`src/rtl/histo_pkg.sv`:
```
// Shared definitions for the histogram serial ingest link: frame FSM states,
// timing constants and mask statistics helpers used by transmitter and receiver.
package histo_pkg;

    localparam int DEFAULT_MAX_SEQ_SIZE = 16;
    localparam int LEAD_CYCLES          = 1;
    localparam int FN_W                 = 64;

    typedef enum logic [2:0] {
        IDLE,
        PULSE,
        LEAD,
        SEND,
        GAP
    } fsm_t;

    function automatic int unsigned popcount(input logic [FN_W-1:0] m);
        int unsigned n;
        n = 0;
        for (int i = 0; i < FN_W; i++) begin
            if (m[i]) n++;
        end
        return n;
    endfunction

    // Counts 0->1 transitions, treating the bit below slot 0 as 0.
    function automatic int unsigned run_count(input logic [FN_W-1:0] m);
        int unsigned n;
        logic        prev;
        n    = 0;
        prev = 1'b0;
        for (int i = 0; i < FN_W; i++) begin
            if (m[i] && !prev) n++;
            prev = m[i];
        end
        return n;
    endfunction

endpackage

```
`src/rtl/histo_mask_stats.sv`:
```
// Combinational statistics of a frame mask: number of valid slots and whether
// the valid slots form more than one contiguous run.
module histo_mask_stats
    import histo_pkg::*;
#(
    parameter int MAX_SEQ_SIZE = DEFAULT_MAX_SEQ_SIZE
) (
    input  logic [MAX_SEQ_SIZE-1:0]       mask,
    output logic [$clog2(MAX_SEQ_SIZE):0] len,
    output logic                          noncontig
);

    localparam int LEN_W = $clog2(MAX_SEQ_SIZE) + 1;

    always_comb begin
        len       = LEN_W'(popcount(FN_W'(mask)));
        noncontig = (run_count(FN_W'(mask)) > 32'd1);
    end

endmodule

```
`src/rtl/histo_seq_tx.sv`:
```
// Frame transmitter for the histogram serial ingest link: accepts one
// descriptor, then emits hist_int, a lead gap and MAX_SEQ_SIZE LSB-first slots.
module histo_seq_tx
    import histo_pkg::*;
#(
    parameter int MAX_SEQ_SIZE = DEFAULT_MAX_SEQ_SIZE,
    parameter int GAP_CYCLES   = 1,
    parameter int CNT_W        = 16
) (
    input  logic                          clk,
    input  logic                          rst_n,
    input  logic                          req_valid,
    output logic                          req_ready,
    input  logic [MAX_SEQ_SIZE-1:0]       req_mask,
    input  logic [MAX_SEQ_SIZE-1:0]       req_data,
    output logic                          hist_int,
    output logic                          data_valid,
    output logic                          data_in,
    output logic                          busy,
    output logic [$clog2(MAX_SEQ_SIZE):0] tx_len,
    output logic                          err_noncontig,
    output logic [CNT_W-1:0]              frame_cnt
);

    localparam int LEN_W = $clog2(MAX_SEQ_SIZE) + 1;
    localparam int CW    = $clog2(MAX_SEQ_SIZE + GAP_CYCLES + LEAD_CYCLES + 1);

    fsm_t                    state_reg, state_next;
    logic [CW-1:0]           cnt_reg, cnt_next;
    logic [MAX_SEQ_SIZE-1:0] mask_reg, mask_next;
    logic [MAX_SEQ_SIZE-1:0] data_reg, data_next;
    logic                    hist_int_reg, hist_int_next;
    logic                    data_valid_reg, data_valid_next;
    logic                    data_in_reg, data_in_next;
    logic [LEN_W-1:0]        tx_len_reg;
    logic                    err_reg;
    logic [CNT_W-1:0]        frame_cnt_reg;
    logic                    accept;
    logic                    frame_done;
    logic [LEN_W-1:0]        stats_len;
    logic                    stats_noncontig;

    histo_mask_stats #(
        .MAX_SEQ_SIZE(MAX_SEQ_SIZE)
    ) u_stats (
        .mask      (req_mask),
        .len       (stats_len),
        .noncontig (stats_noncontig)
    );

    always_comb begin
        state_next = state_reg;
        cnt_next   = cnt_reg;
        mask_next  = mask_reg;
        data_next  = data_reg;
        accept     = 1'b0;
        frame_done = 1'b0;
        case (state_reg)
            IDLE: begin
                if (req_valid) begin
                    accept     = 1'b1;
                    mask_next  = req_mask;
                    data_next  = req_data;
                    state_next = PULSE;
                end
            end
            PULSE: begin
                state_next = LEAD;
                cnt_next   = '0;
            end
            LEAD: begin
                if (cnt_reg == CW'(LEAD_CYCLES - 1)) begin
                    state_next = SEND;
                    cnt_next   = '0;
                end else begin
                    cnt_next = cnt_reg + CW'(1);
                end
            end
            SEND: begin
                mask_next = mask_reg >> 1;
                data_next = data_reg >> 1;
                if (cnt_reg == CW'(MAX_SEQ_SIZE - 1)) begin
                    state_next = GAP;
                    cnt_next   = '0;
                    frame_done = 1'b1;
                end else begin
                    cnt_next = cnt_reg + CW'(1);
                end
            end
            GAP: begin
                if (cnt_reg == CW'(GAP_CYCLES - 1)) begin
                    state_next = IDLE;
                    cnt_next   = '0;
                end else begin
                    cnt_next = cnt_reg + CW'(1);
                end
            end
            default: state_next = IDLE;
        endcase
        // Serial outputs are computed one cycle early so they leave on flops.
        hist_int_next   = (state_next == PULSE);
        data_valid_next = (state_next == SEND) && mask_next[0];
        data_in_next    = data_valid_next && data_next[0];
    end

    always_ff @(posedge clk or negedge rst_n) begin
        if (!rst_n) begin
            state_reg      <= IDLE;
            cnt_reg        <= '0;
            mask_reg       <= '0;
            data_reg       <= '0;
            hist_int_reg   <= 1'b0;
            data_valid_reg <= 1'b0;
            data_in_reg    <= 1'b0;
            tx_len_reg     <= '0;
            err_reg        <= 1'b0;
            frame_cnt_reg  <= '0;
        end else begin
            state_reg      <= state_next;
            cnt_reg        <= cnt_next;
            mask_reg       <= mask_next;
            data_reg       <= data_next;
            hist_int_reg   <= hist_int_next;
            data_valid_reg <= data_valid_next;
            data_in_reg    <= data_in_next;
            if (accept) begin
                tx_len_reg <= stats_len;
                err_reg    <= stats_noncontig;
            end
            if (frame_done) begin
                frame_cnt_reg <= frame_cnt_reg + CNT_W'(1);
            end
        end
    end

    assign req_ready     = (state_reg == IDLE);
    assign busy          = (state_reg != IDLE);
    assign hist_int      = hist_int_reg;
    assign data_valid    = data_valid_reg;
    assign data_in       = data_in_reg;
    assign tx_len        = tx_len_reg;
    assign err_noncontig = err_reg;
    assign frame_cnt     = frame_cnt_reg;

endmodule

```
`config.mk`:
```
export PLATFORM = sky130hd
export DESIGN_NAME = histo_seq_tx
export DESIGN_NICKNAME = d
export VERILOG_FILES = /design/src/rtl/histo_pkg.sv /design/src/rtl/histo_mask_stats.sv /design/src/rtl/histo_seq_tx.sv
export SDC_FILE = /design/constraint.sdc
export NUM_CORES = 1
export LEC_CHECK = 0
export CORE_ASPECT_RATIO = 0.9
export CORE_MARGIN = 5
export CORE_UTILIZATION = 50
export CTS_CLUSTER_DIAMETER = 100
export DETAILED_ROUTE_END_ITERATION = 16
export DONT_BUFFER_PORTS = 1
export PLACE_DENSITY_LB_ADDON = 0.2
export RECOVER_POWER = 100
export SLEW_MARGIN = 20
export SYNTH_ARGS = -nofsm -noshare
export SYNTH_HDL_FRONTEND = slang
export SYNTH_HIERARCHICAL = 1
export SYNTH_SLANG_ARGS = --single-unit
```
`constraint.sdc`:
```
create_clock -name clk -period 1.7 [get_ports clk]
set_input_delay 0.425 -clock clk [delete_from_list [all_inputs] [get_ports clk]]
set_output_delay 0.425 -clock clk [all_outputs]
set_load 0.01 [all_outputs]
```
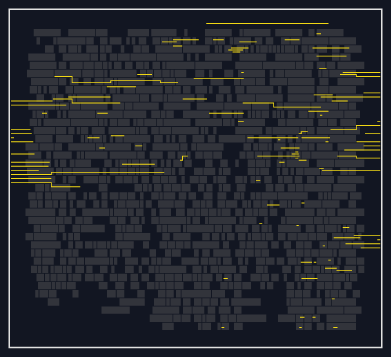
*Signal wires on met3, run 1*
(3 px per um) Cells faint in the background.
share of all routed wire: 4.2%
longest straight run: 40.5 um
wire length on this layer: 755 um
nets with wire on the layer: 72
main direction: horizontal

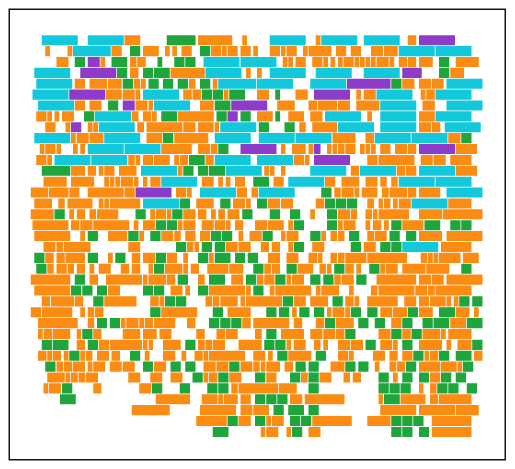
*Placement by cell class, run 1*
(4 px per um)
[other buffers and delay cells] green | cells: 213 | share of their area: 20%
[combinational and other logic] orange | cells: 579 | share of their area: 58%
[flops] cyan | cells: 65 | share of their area: 19%
[clock drivers and dummy loads] purple | cells: 16 | share of their area: 3.5%

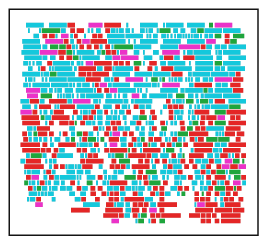
*Cells by drive strength, run 1*
(2 px per um)
[_3 and _4 cells] red | cells: 277 | share: 32% | most used: buf_4
[_6 and larger] magenta | cells: 35 | share: 4.0% | most used: buf_6
[_0 and _1 cells] cyan | cells: 494 | share: 57% | most used: nand2_1
[_2 cells] green | cells: 67 | share: 7.7% | most used: xnor2_2

==> results.txt, run 1 <==
flow finished, numbers: Core Area=between 10000 and 15000 um2, #FFs+latches synth=about 65, Seq share, synth=27.99%, yosys cell count=about 680, Clock power frac=approximately an eighth, Worst Reg2Reg Path Length in Cells=7, remaining global-route overflow=0, slowest cell delay on critical path=about 0.35 ns, r2r setup slk=-0.30 ns, drt initial violations=about 350, IO buf count=0, clk slew on worst S/H paths=0.06 ns, clk latency late pin=between 0.3 and 0.4 ns, P_int=0.008628 W, Residual DRC=0, Post-Syn Area=~5800 um2, outcome=complete, but fails checks, top cells, area=dfrtp_1 28%, xnor2_1 7.8%, ha_1 7.5%, Crit Path Category=in -> reg, worst r2r src=cnt_reg[0], Cell Type Count=68, Post-synth top flop=dfrtp_1, VDD IR-drop max=1.002 mV, power share of the combinational group=between 70% and 80%, Core Util, Final=approximately 78%, DRT antenna net count=0, RSZ-0062 raised after global routing=true, fp_density=approximately 51%, Root Buffer=clkbuf_16, fraction of layout cells with a size suffix above 1=roughly 43%, Fillers=between 700 and 800, Die Area=13880 um2, H-tree levels=3, Dominant cell area share=27.99%, Worst Skew=roughly 0.0076 ns, largest net degree at the start of global routing=approximately 66, async set or reset register ratio after synthesis=100.0%, final hold slack=-0.2187 ns, Die Width=123.6 um, Die Y=between 100 and 150 um, reg-to-reg critical path endpoint=frame_cnt[10], Max FO, Critical Path=7, Final Hold Fails=~65, Max Cap Viol=0, TritonCTS clock tree=yes, flip-flops with a built-in enable=0, Synth Net Count=749, number of global-route vias before repair=a little over 6000, endpoint class of the critical path=register, PD cells=around 1600 nW/um2, Synth Area per Inst=~8.6 um2, CP Launch Point=req_mask[0], Max Fclk=around 120 MHz, worst min path class=in -> async, Static Leak=4.037 nW, Placer Congestion=0.8898, minimum clock period=roughly 8.4 ns, post-route insts no fill=1029, Inst Count DP=945, Synthesis Warnings=6, initial antenna violation count=0, All-Layer GR Usage=between 20% and 30%, Switching Share=40.15%, tool warnings=36, WL final=17860 um, sw power=0.005789 W, failing checks=negative hold slack, negative setup slack, Final period util=494.1%, dpl hpwl=between 10000 and 15000 um, Sink Count=65, relative slew slack=~58%, I/O pins=a little over 60, CP max-delay cell=a221o_1, CP dominant cell by count=ha_4, WL/cell=between 15 and 20 um, commonest non-fill, non-tap cell in the layout=buf_4, register share of total power=14.4%, # diodes=0, post-synth top area cell=dfrtp_1, Mapped Cells=roughly 680, Final #Nets=around 940, synthesized chip area reported by yosys=~5800 um2, WP data required=between 1.5 and 2 ns, CP arrival=~8.6 ns, detailed-route via count=around 5800, first-pass GRT wire length=about 28000 um, CTS buffer count=9, Area Overhead vs Synth=52.01%, final setup margin=-6.699 ns, slew at the pin with the worst max-slew slack=about 0.63 ns, DR vias/cell=5.637, Final Setup Violations=38, most frequent cells in the layout=185 x buf_4, 103 x nand2_1, 63 x dfrtp_1, pins over their slew limit=0, num rows=37, first-pass iteration count of the detailed router=5, crit start category=input port, clk buf depth=2
## run 1: cells by family after synthesis
logic type | synth area share (%)
AND/OR/NAND/NOR | 23.12
AND-OR/OR-AND | 16.17
XOR/XNOR | 16.53
buffers and inverters | 4.930
flip-flops | 27.99
adder cells (fa/ha/maj) | 7.535
multiplexers | 3.724
## run 1: critical path, delay by kind of cell
family                     cells  cell delay, ns
buffers and inverters          5            0.26
adders and majority gates     14            3.25
AOI/OAI and AO/OA             16            2.54
muxes                          4            1.09
xor gates and xnor gates       1            0.16
and+or+nand+nor                8            0.87
## run 1: worst max-delay path by stage
stage	endpoint	cells after the start
5_1_grt	err_noncontig	48
2_1_floorplan	err_noncontig	48
3_5_place_dp	err_noncontig	48
6_report	err_noncontig	48
4_1_cts	err_noncontig	49
3_3_place_gp	err_noncontig	48
## run 1: power by group through the flow
stage          sequential (W)  clock (W)  combinational (W)
2_1_floorplan         0.00202          0            0.00415
3_3_place_gp          0.00206          0            0.00625
3_5_place_dp          0.00207          0            0.00654
4_1_cts               0.00204    0.00188            0.00871
5_1_grt               0.00210    0.00198             0.0112
6_report              0.00207    0.00188             0.0105
## run 1: metal layers
layer | global-route usage [%] | vias up | wire length [um]
li1 | - | 2770 | -
met1 | 29.63 | 2853 | 7517
met2 | 44.22 | 138 | 9220
met3 | 5.038 | 39 | 754
met4 | 7.232 | 0 | 365
met5 | 0 | - | 0
## run 1: synthesized netlist by cell type (3+ instances only)
master and instances:
nor3_1 10, mux2_2 13, xnor2_1 52, nor2_1 34, nand2b_1 12, and3b_1 4
nand2_1 114, or3_1 3, a21oi_1 21, ha_1 35, a22o_1 8, nand4_1 7
mux2i_1 7, dfrtp_1 65, a22oi_1 32, nor3b_1 7, o21ai_0 21, and3_1 7
o31ai_1 6, a21o_1 3, xnor2_4 3, buf_2 13, xor2_1 25, a31oi_1 14
and2_1 7, nor2b_1 16, nand3_1 26, o32ai_1 4, inv_1 32, xnor2_2 5
or2_2 3, o22ai_1 5, buf_4 3, clkbuf_1 16
## run 1: area by class of cell
type                    instances  area (um2)  area share [%]
inverters                      32       155.1           1.756
clock inverters                 6       67.56          0.7648
clock buffers                  10       239.0           2.705
flip-flops and latches         65        1629           18.44
multi-input cells             547        4861           55.02
well taps                     156       195.2           2.209
repair buffers                213        1688           19.10
## run 1: what timing repair did
item | CTS | global route
gates resized | 102 | 71
buffers inserted | 59 | 20
pin swaps | 76 | 85
endpoints found under the setup margin | 23 | 26
hold endpoints to repair | 65 | 65
## run 1: through the flow
step | TNS (ns) | setup slack (ns) | hold WS, ns | instance area [um2] | power [W]
2_1_floorplan | -34.03 | -6.973 | 0.1294 | 6047 | 0.006173
3_3_place_gp | -35.47 | -6.871 | 0.1308 | 7172 | 0.008310
3_5_place_dp | -38.26 | -7.301 | 0.1307 | 7172 | 0.008615
4_1_cts | -32.36 | -6.775 | -0.2259 | 8368 | 0.01264
5_1_grt | -40.35 | -7.035 | -0.2340 | 8835 | 0.01526
6_report | -34.76 | -6.699 | -0.2187 | 8835 | 0.01442
==> run 2, diff against run 1 <==
==> constraint.sdc (replaced) <==
create_clock -name clk -period 8.8 [get_ports clk]
set_input_delay 2.2 -clock clk [delete_from_list [all_inputs] [get_ports clk]]
set_output_delay 2.2 -clock clk [all_outputs]
set_load 0.01 [all_outputs]
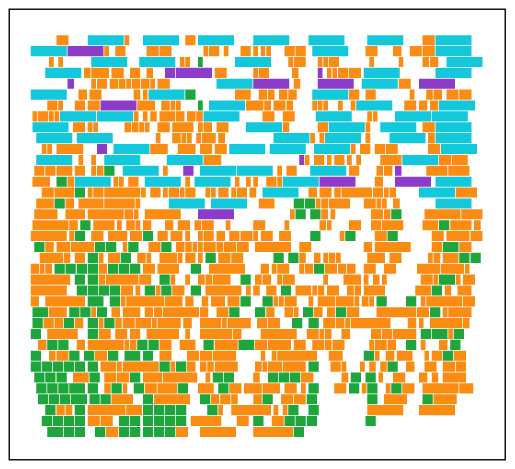
*Placement by cell class, run 2*
(4 px per um)
Seq/total area: 19.72%
Core Util, Final: 72.42%
fin area: 8248 um2
num rows: 37
Core Area: 11390 um2

==> results.txt, run 2 <==
flow finished, numbers: most frequent cell after synthesis=nand2_1, CP dominant cell by count=ha_4, crit start category=input port, Clock power frac=approximately an eighth, commonest non-fill, non-tap cell in the layout=buf_4, TritonCTS clock tree=yes, Crit Path Category=in -> reg, Switching Share=between 30% and 40%, largest net degree at the start of global routing=66, slew at the pin with the worst max-slew slack=~1.5 ns, number of global-route vias before repair=5920, drt initial violations=approximately 280, outcome=complete, but fails checks, RSZ-0062 raised after global routing=true, clk slew on worst S/H paths=approximately 0.060 ns, Synth Net Count=749, CP max-delay cell=a221o_1, relative slew slack=under 10%, power consumption=between 0.002 and 0.0025 W, H-tree levels=3, WL final=between 15000 and 20000 um, post-synth top area cell=dfrtp_1, sw power=roughly 0.001 W, most frequent cells in the layout=166 x buf_4, 102 x nand2_1, 65 x dfrtp_1, first-pass GRT wire length=28260 um, DRT antenna net count=0, yosys cell count=about 680, CP arrival=10.31 ns, VDD IR-drop max=about 0.18 mV, setup TNS=-2.013 ns, final hold slack=0.4758 ns, Cell Type Count=just under 70, top cells, area=dfrtp_1 28%, xnor2_1 7.8%, ha_1 7.5%, Static Leak=about 3.7 nW, final setup margin=-1.296 ns, Synth Area per Inst=8.559 um2, worst min path class=reg -> reg, flip-flops with a built-in enable=0, tool warnings=34, Max FO, Critical Path=7, WP data required=9.01 ns, fraction of layout cells with a size suffix above 1=a little under two fifths, fp_density=between 50% and 60%, Post-Syn Area=approximately 5800 um2, Placer Congestion=roughly 0.84, most frequent cells after synthesis=114 x nand2_1, 65 x dfrtp_1, 52 x xnor2_1, clk buf depth=2, pins over their slew limit=0, Post-synth top flop=dfrtp_1, register share of total power=around 16%, PD cells=297.8 nW/um2, Final #Nets=approximately 900, WL/cell=16.80 um, power share of the combinational group=70.9%, Final Hold Fails=0, Worst Skew=about 0.0053 ns, Mapped Cells=679, Dominant cell area share=around 28%, Synthesis Warnings=6, Residual DRC=0, Final Setup Violations=5, dpl hpwl=slightly above 10000 um, Die Area=between 10000 and 15000 um2, synthesized chip area reported by yosys=about 5800 um2, DR vias/cell=between 5 and 6, # diodes=0, Final period util=114.7%, remaining global-route overflow=0, Die Width=about 120 um, I/O pins=62, first-pass iteration count of the detailed router=4, minimum clock period=10.10 ns, Max Cap Viol=0, failing checks=negative setup slack, Root Buffer=clkbuf_16, clk latency late pin=0.33 ns, Seq share, synth=between 20% and 30%, initial antenna violation count=0
run 2: cell counts after synthesis:
No cell type changed its count.
run 2: area by class of cell:
cell class | count | area [um2]
Sequential cell | 65 | 1627
Timing Repair Buffer | 178 | 1366
Clock buffer | 11 | 232.7
Tap cell | 156 | 195.2
Clock inverter | 5 | 32.53
Multi-Input combinational cell | 547 | 4652
Fill cell | 828 | 3141
Inverter | 32 | 142.6
run 2: layer usage:
layer / GRT usage (%) / up-vias / routed length [um]
li1: - / 2700 / -
met1: 30.64 / 2688 / 7005
met3: 5.088 / 33 / 750
met4: 8.487 / 0 / 368
met5: 0 / - / 0
met2: 42.95 / 123 / 8571
run 2: per-stage QoR:
| stage | cells | utilization [%] | setup slack (ns) |
|---|---|---|---|
| finish | 994 | 72.42 | -1.296 |
| CTS | 1006 | 70.49 | -1.291 |
| detailed placement | 864 | 57.26 | -1.790 |
| global route | 994 | 72.42 | -1.570 |
| floorplan | 679 | - | -1.648 |
| global placement | 864 | 57.26 | -1.545 |
run 2: what timing repair did:
action / in CTS / in global routing
endpoints found under the setup margin: 5 / 5
cloned: 0 / 0
setup buffers: 129 / 12
gates resized: 65 / 69
endpoints found under the hold margin: 0 / 0
pin swaps: 57 / 72
run 2: cells by family (layout without fill, tap and decap cells):
logic type	Yosys count	in the layout	synth area share [%]
AND-OR/OR-AND	137	137	16.17
XOR/XNOR	90	90	16.53
adder cells (fa/ha/maj)	35	35	7.535
buffers and inverters	67	226	4.930
flip-flops	65	65	27.99
multiplexers	20	20	3.724
AND/OR/NAND/NOR	265	265	23.12
run 2: critical path: cells and delay by family:
family	cells	cell delay, ns
buffers and inverters	7	0.54
adder cells (fa/ha/maj)	13	3.01
multiplexers	4	1.09
AND-OR/OR-AND	16	2.45
AND/OR/NAND/NOR	9	0.99
run 2: power groups by stage:
stage / Clock, W / Combinational [W] / Sequential (W)
final: 0.000315 / 0.00174 / 0.000401
after global routing: 0.000341 / 0.00189 / 0.000409
after CTS: 0.000325 / 0.00150 / 0.000403
after detailed placement: 0 / 0.00109 / 0.000407
after global placement: 0 / 0.00106 / 0.000406
after floorplan: 0 / 0.000801 / 0.000390
run 2: path summary, 6_finish.rpt:
path | from | endpoint | slack (ns) | cells after the start
min | mask_reg[13] | mask_reg[13] | 0.48 | 2
max reg2reg | state_reg[0] | data_in | 5.84 | 5
max | req_mask[0] | err_noncontig | -1.30 | 49
min in group asynchronous | rst_n | frame_cnt[7] | 1.56 | 0
min reg2reg | mask_reg[13] | mask_reg[13] | 0.48 | 2
max in group asynchronous | rst_n | data_reg[0] | 7.12 | 0
No activity file was given, so power comes from the tool's default toggle rates.
